[src/rtl/ka283_seq_ctrl.sv]
// 283x283-bit GF(2) multiplier sequencer driving one shared 142-bit Karatsuba core.
// Define KA283_REDUCE_EN to add a REDUCE state that folds the product mod x^283+x^12+x^7+x^5+1.
module ka283_seq_ctrl #(
  parameter int CORE_LAT = 1
) (
  input  logic         clk,
  input  logic         rst_n,
  input  logic         in_valid,
  output logic         in_ready,
  input  logic [282:0] in_a,
  input  logic [282:0] in_b,
  output logic         out_valid,
  input  logic         out_ready,
  output logic [564:0] out_y,
  output logic [141:0] core_a,
  output logic [141:0] core_b,
  output logic         core_start,
  input  logic [282:0] core_y,
  output logic         busy
);

  typedef enum logic [2:0] {IDLE, MUL0, MUL1, MUL2, DRAIN, COMBINE, REDUCE, DONE} state_t;
  typedef enum logic [1:0] {TAG_NONE, TAG_P0, TAG_P2, TAG_P1} tag_t;

  state_t        state, next_state;
  tag_t          issue_tag, ret_tag;
  logic [282:0]  a_q, b_q;
  logic [282:0]  p0_q, p1_q, p2_q;
  logic [282:0]  mid;
  logic [566:0]  wide_y;

  // Upper halves are 141 bits; zero-extend to the core's 142-bit operand width.
  logic [141:0] a_lo, a_hi, b_lo, b_hi;
  assign a_lo = a_q[141:0];
  assign b_lo = b_q[141:0];
  assign a_hi = {1'b0, a_q[282:142]};
  assign b_hi = {1'b0, b_q[282:142]};

  always_ff @(posedge clk or negedge rst_n) begin
    // NOTE: sequential state uses non-blocking assignments so every register samples pre-edge values.
    if (!rst_n) state <= IDLE;
    else        state <= next_state;
  end

  always_comb begin
    // NOTE: every output of a combinational block gets a default first, otherwise a latch is inferred.
    core_a     = '0;
    core_b     = '0;
    core_start = 1'b0;
    issue_tag  = TAG_NONE;
    case (state)
      MUL0: begin
        core_a = a_lo; core_b = b_lo; core_start = 1'b1; issue_tag = TAG_P0;
      end
      MUL1: begin
        core_a = a_hi; core_b = b_hi; core_start = 1'b1; issue_tag = TAG_P2;
      end
      MUL2: begin
        core_a = a_lo ^ a_hi; core_b = b_lo ^ b_hi; core_start = 1'b1; issue_tag = TAG_P1;
      end
      default: ;
    endcase
  end

  always_comb begin
    next_state = state;
    case (state)
      IDLE:    if (in_valid) next_state = MUL0;
      MUL0:    next_state = MUL1;
      MUL1:    next_state = MUL2;
      MUL2:    next_state = (CORE_LAT == 0) ? COMBINE : DRAIN;
      DRAIN:   if (ret_tag == TAG_P1) next_state = COMBINE;
`ifdef KA283_REDUCE_EN
      COMBINE: next_state = REDUCE;
      REDUCE:  next_state = DONE;
`else
      COMBINE: next_state = DONE;
`endif
      DONE:    if (out_ready) next_state = IDLE;
      default: next_state = IDLE;
    endcase
  end

  // Tag pipe mirrors the core latency so each returning product lands in the right partial.
  generate
    if (CORE_LAT == 0) begin : g_comb_core
      assign ret_tag = issue_tag;
    end else begin : g_tag_pipe
      tag_t tag_pipe [CORE_LAT];
      always_ff @(posedge clk or negedge rst_n) begin
        // NOTE: this small array is reset on purpose; stale tags would capture in-flight returns of an aborted job.
        if (!rst_n) begin
          for (int i = 0; i < CORE_LAT; i++) tag_pipe[i] <= TAG_NONE;
        end else begin
          tag_pipe[0] <= issue_tag;
          for (int i = 1; i < CORE_LAT; i++) tag_pipe[i] <= tag_pipe[i-1];
        end
      end
      assign ret_tag = tag_pipe[CORE_LAT-1];
    end
  endgenerate

  assign mid    = p0_q ^ p1_q ^ p2_q;
  assign wide_y = {284'd0, p0_q} ^ ({284'd0, mid} << 142) ^ ({284'd0, p2_q} << 284);

`ifdef KA283_REDUCE_EN
  // Two folds of x^283 = x^12+x^7+x^5+1; the second fold's overflow is at most 11 bits.
  function automatic logic [282:0] reduce_b283(input logic [564:0] c);
    logic [281:0] hi;
    logic [293:0] t;
    logic [10:0]  h2;
    hi = c[564:283];
    t  = {11'd0, c[282:0]} ^ {12'd0, hi} ^ ({12'd0, hi} << 5)
       ^ ({12'd0, hi} << 7) ^ ({12'd0, hi} << 12);
    h2 = t[293:283];
    return t[282:0] ^ {272'd0, h2} ^ ({272'd0, h2} << 5)
         ^ ({272'd0, h2} << 7) ^ ({272'd0, h2} << 12);
  endfunction
`endif

  always_ff @(posedge clk or negedge rst_n) begin
    if (!rst_n) begin
      a_q   <= '0;
      b_q   <= '0;
      p0_q  <= '0;
      p1_q  <= '0;
      p2_q  <= '0;
      out_y <= '0;
    end else begin
      if (state == IDLE && in_valid) begin
        a_q <= in_a;
        b_q <= in_b;
      end
      case (ret_tag)
        TAG_P0:  p0_q <= core_y;
        TAG_P2:  p2_q <= core_y;
        TAG_P1:  p1_q <= core_y;
        default: ;
      endcase
      if (state == COMBINE) out_y <= wide_y[564:0];
`ifdef KA283_REDUCE_EN
      if (state == REDUCE) out_y <= {282'd0, reduce_b283(out_y)};
`endif
    end
  end

  assign in_ready  = rst_n && (state == IDLE);
  assign out_valid = (state == DONE);
  assign busy      = (state != IDLE);

endmodule

[config.mk]
export PLATFORM = sky130hd
export DESIGN_NAME = ka283_seq_ctrl
export DESIGN_NICKNAME = d
export VERILOG_FILES = /design/src/rtl/ka283_seq_ctrl.sv
export SDC_FILE = /design/constraint.sdc
export NUM_CORES = 2
export LEC_CHECK = 0
export ABC_AREA = 1
export CORE_AREA = 2 2 660 662
export DETAILED_ROUTE_END_ITERATION = 8
export DIE_AREA = 0 0 662 664
export PLACE_DENSITY = 0.42
export SLEW_MARGIN = 10
export SYNTH_ARGS = -nofsm -noshare
export SYNTH_HDL_FRONTEND = slang
export SYNTH_SLANG_ARGS = --single-unit
[constraint.sdc]
create_clock -name clk -period 2.2 [get_ports clk]
set_input_delay 0.55 -clock clk [delete_from_list [all_inputs] [get_ports clk]]
set_output_delay 0.55 -clock clk [all_outputs]
set_load 0.02 [all_outputs]
Clock wiring as the flow saved it:
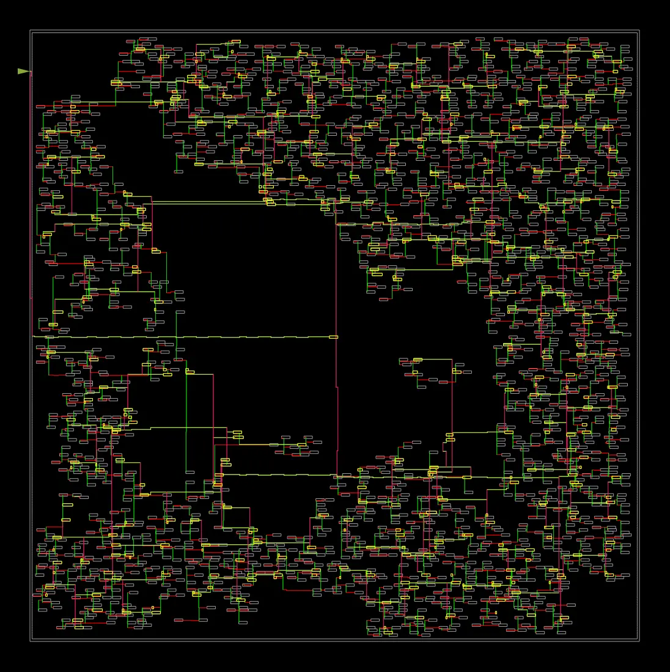
clock network power consumption: 44600 uW
worst setup skew after layout: 0.05832 ns
num sequential: 1985
clock buffer count from CTS: 265
TritonCTS Sinks: 1985

Sequential cells coloured by netlist name:
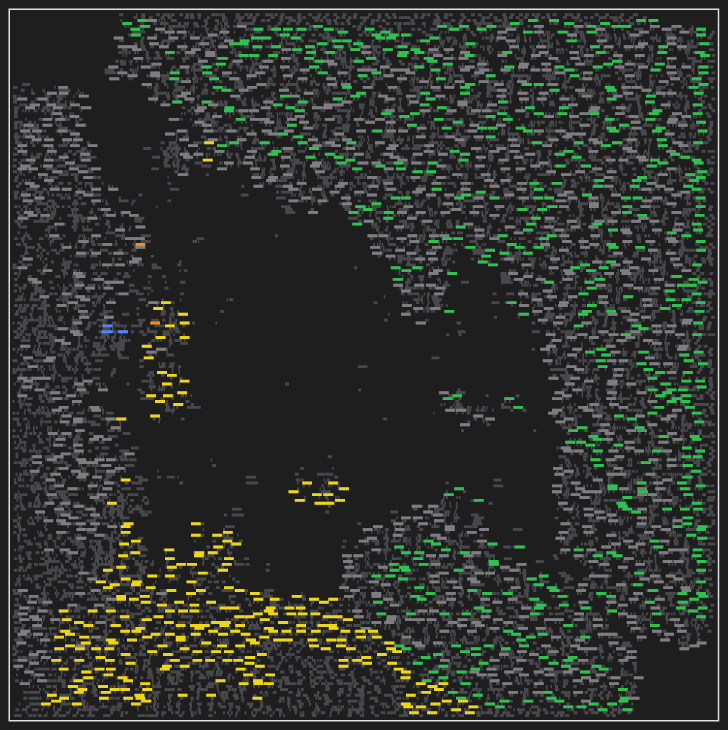
- green: out_y (placed flops 565)
- yellow: b_q (placed flops 283)
- blue: state (placed flops 3)
- orange: g_tag_pipe.tag_pipe (placed flops 2)

Clock distribution:
Bar = 200 um.
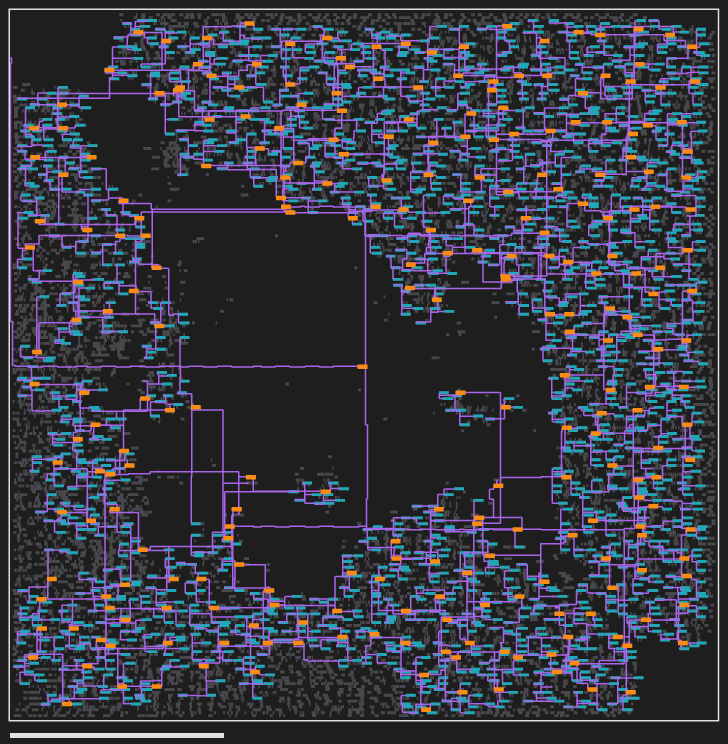
- purple: clock wires (length 35.6 mm)
- orange: cells driving clock nets (count 265)
- cyan: flip-flops (count 1985)
- routed clock nets: 266

Metal 4:
Supply wires on this layer in grey.
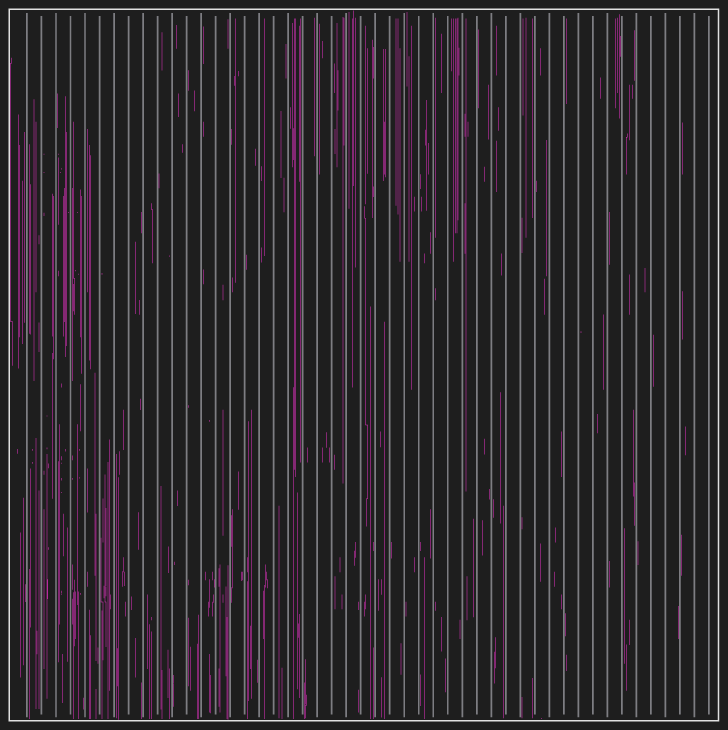
- longest straight run: 442 um
- wire length on this layer: 26.6 mm

==> flow_metrics.py <==
# Flow results
metrics = {
    "drt": {
        "drc": 0,
        "detailroute.via_count": 87170,
    },
    "clock_network": {
        "max-clock-path-buffers": 4,
        "clkLatencyLatePin_ns": 0.92,
    },
    "worst_hold_path": {
        "min_delay_worst_endpoint": "a_q[0]",
    },
    "sta": {
        "post-route-period-util_pct": 144.0,
        "post-route-worst-setup-slack_ns": -0.9690,
        "setup_viol": 1312,
        "max_freq_mhz": 315.6,
        "final_hold_viol_count": 0,
        "timing.hold.ws_ns": 0.2118,
        "timing.setup.tns_ns": -439.97,
    },
    "global_routing": {
        "grt-ovfl-total": 0,
        "groute.layer.met3.usage_pct": 5.579,
    },
    "synthesis": {
        "synthCells": 13028,
        "yosys.area.top_type": "sky130_fd_sc_hd__dfrtp_1",
        "synth-xor-area-share_pct": 1.846,
    },
    "layout": {
        "final-seq-area_sq_mm": 0.04968,
        "layout.nets": 15743,
        "layout.area.comb_sq_mm": 0.03780,
    },
    "outcome": {
        "violated_checks": "setup timing",
        "status": "finished with violations",
    },
    "setup_path": {
        "worst-r2r-setup-slack_ns": -0.21,
        "timing.rr.end": "out_y[262]",
        "worstPathMaxFanout": 14,
        "timing.setup.critical_path_class": "reg2out",
        "timing.critical_path.to_type": "primary output",
    },
    "floorplanning": {
        "floorplan.die_area_sq_mm": 0.4396,
        "placement_rows": 242,
        "die_height_um": 664,
    },
    "place": {
        "place_congestion": 0.9284,
        "port-buffer-count": 1705,
    },
    "power_and_ir_drop": {
        "total_power_uw": 219000,
    },
}
synth_stat cells:
cell,number
sky130_fd_sc_hd__or2_2,1
sky130_fd_sc_hd__buf_2,129
sky130_fd_sc_hd__nor2_1,118
sky130_fd_sc_hd__buf_1,25
sky130_fd_sc_hd__nor2_2,2
sky130_fd_sc_hd__nand3_2,1
sky130_fd_sc_hd__o21ai_1,28
sky130_fd_sc_hd__nor3_2,1
sky130_fd_sc_hd__buf_4,1
sky130_fd_sc_hd__o21ai_0,1741
sky130_fd_sc_hd__a21oi_1,83
sky130_fd_sc_hd__nand3_1,571
sky130_fd_sc_hd__inv_2,2
sky130_fd_sc_hd__dfrtp_1,1985
sky130_fd_sc_hd__clkbuf_1,382
sky130_fd_sc_hd__nand3b_1,3
sky130_fd_sc_hd__inv_1,1755
sky130_fd_sc_hd__xor2_1,201
sky130_fd_sc_hd__nand2_1,5999
flip-flops by register name, indices dropped and copies added (netlist names):
name                 cells
a_q                    283
b_q                    283
g_tag_pipe.tag_pipe      2
out_y                  565
p0_q                   283
p1_q                   283
p2_q                   283
state                    3
worst max-delay path: stages (launching register included):
cell and delay (ns):
sky130_fd_sc_hd__dfrtp_2 0.45, sky130_fd_sc_hd__buf_4 0.17, sky130_fd_sc_hd__nor2_4 0.15, sky130_fd_sc_hd__buf_12 0.16
sky130_fd_sc_hd__clkbuf_16 0.20, sky130_fd_sc_hd__buf_4 0.14, sky130_fd_sc_hd__buf_12 0.13, sky130_fd_sc_hd__nand2_1 0.08
sky130_fd_sc_hd__nand3_1 0.09, sky130_fd_sc_hd__buf_6 0.14
worst max path at each step:
stage	startpoint	end	slack (ns)	cells past startpoint
after floorplan	state[1]	core_a[104]	0.05	5
after global placement	state[0]	core_a[17]	-0.43	5
after detailed placement	state[0]	core_a[38]	-0.43	6
after CTS	state[0]	core_b[66]	-1.42	6
after global routing	state[0]	core_b[44]	-1.11	9
final	state[2]	core_b[44]	-0.97	9
logic make-up after synthesis:
family	Yosys count
AND-OR/OR-AND	1852
AND/OR/NAND/NOR	6696
buffers and inverters	2294
XOR/XNOR	201
flip-flops	1985
report_power, final:
part | switching (uW) | leakage (uW) | internal [uW]
clock | 18200 | 0.00434 | 26400
sequential | 20000 | 0.0246 | 54200
combinational | 59500 | 0.0401 | 40800
total | 97700 | 0.0690 | 121000
repair_timing:
action | 4_1_cts | 5_1_grt
gates cloned | 3 | 13
resized | 302 | 906
hold endpoints to repair | 284 | 0
setup buffers | 8 | 40
setup endpoints to repair | 1357 | 1382
pin swaps | 7 | 47
hold buffers | 1 | 0
area by class of cell:
type	instances	area share, %
flip-flops and latches	1985	37.37
multi-input cells	8749	28.43
repair buffers	2132	17.00
clock buffers	383	5.817
well taps	5734	5.396
inverters	1757	4.966
clock inverters	91	0.8178
diodes	110	0.2070
metal layers:
layer	share of wire, %	up-vias
li1	-	43738
met1	39	40331
met2	48	2248
met3	7.2	783
met4	6.1	70
met5	0.10	-
No activity file was given, so power comes from the tool's default toggle rates.
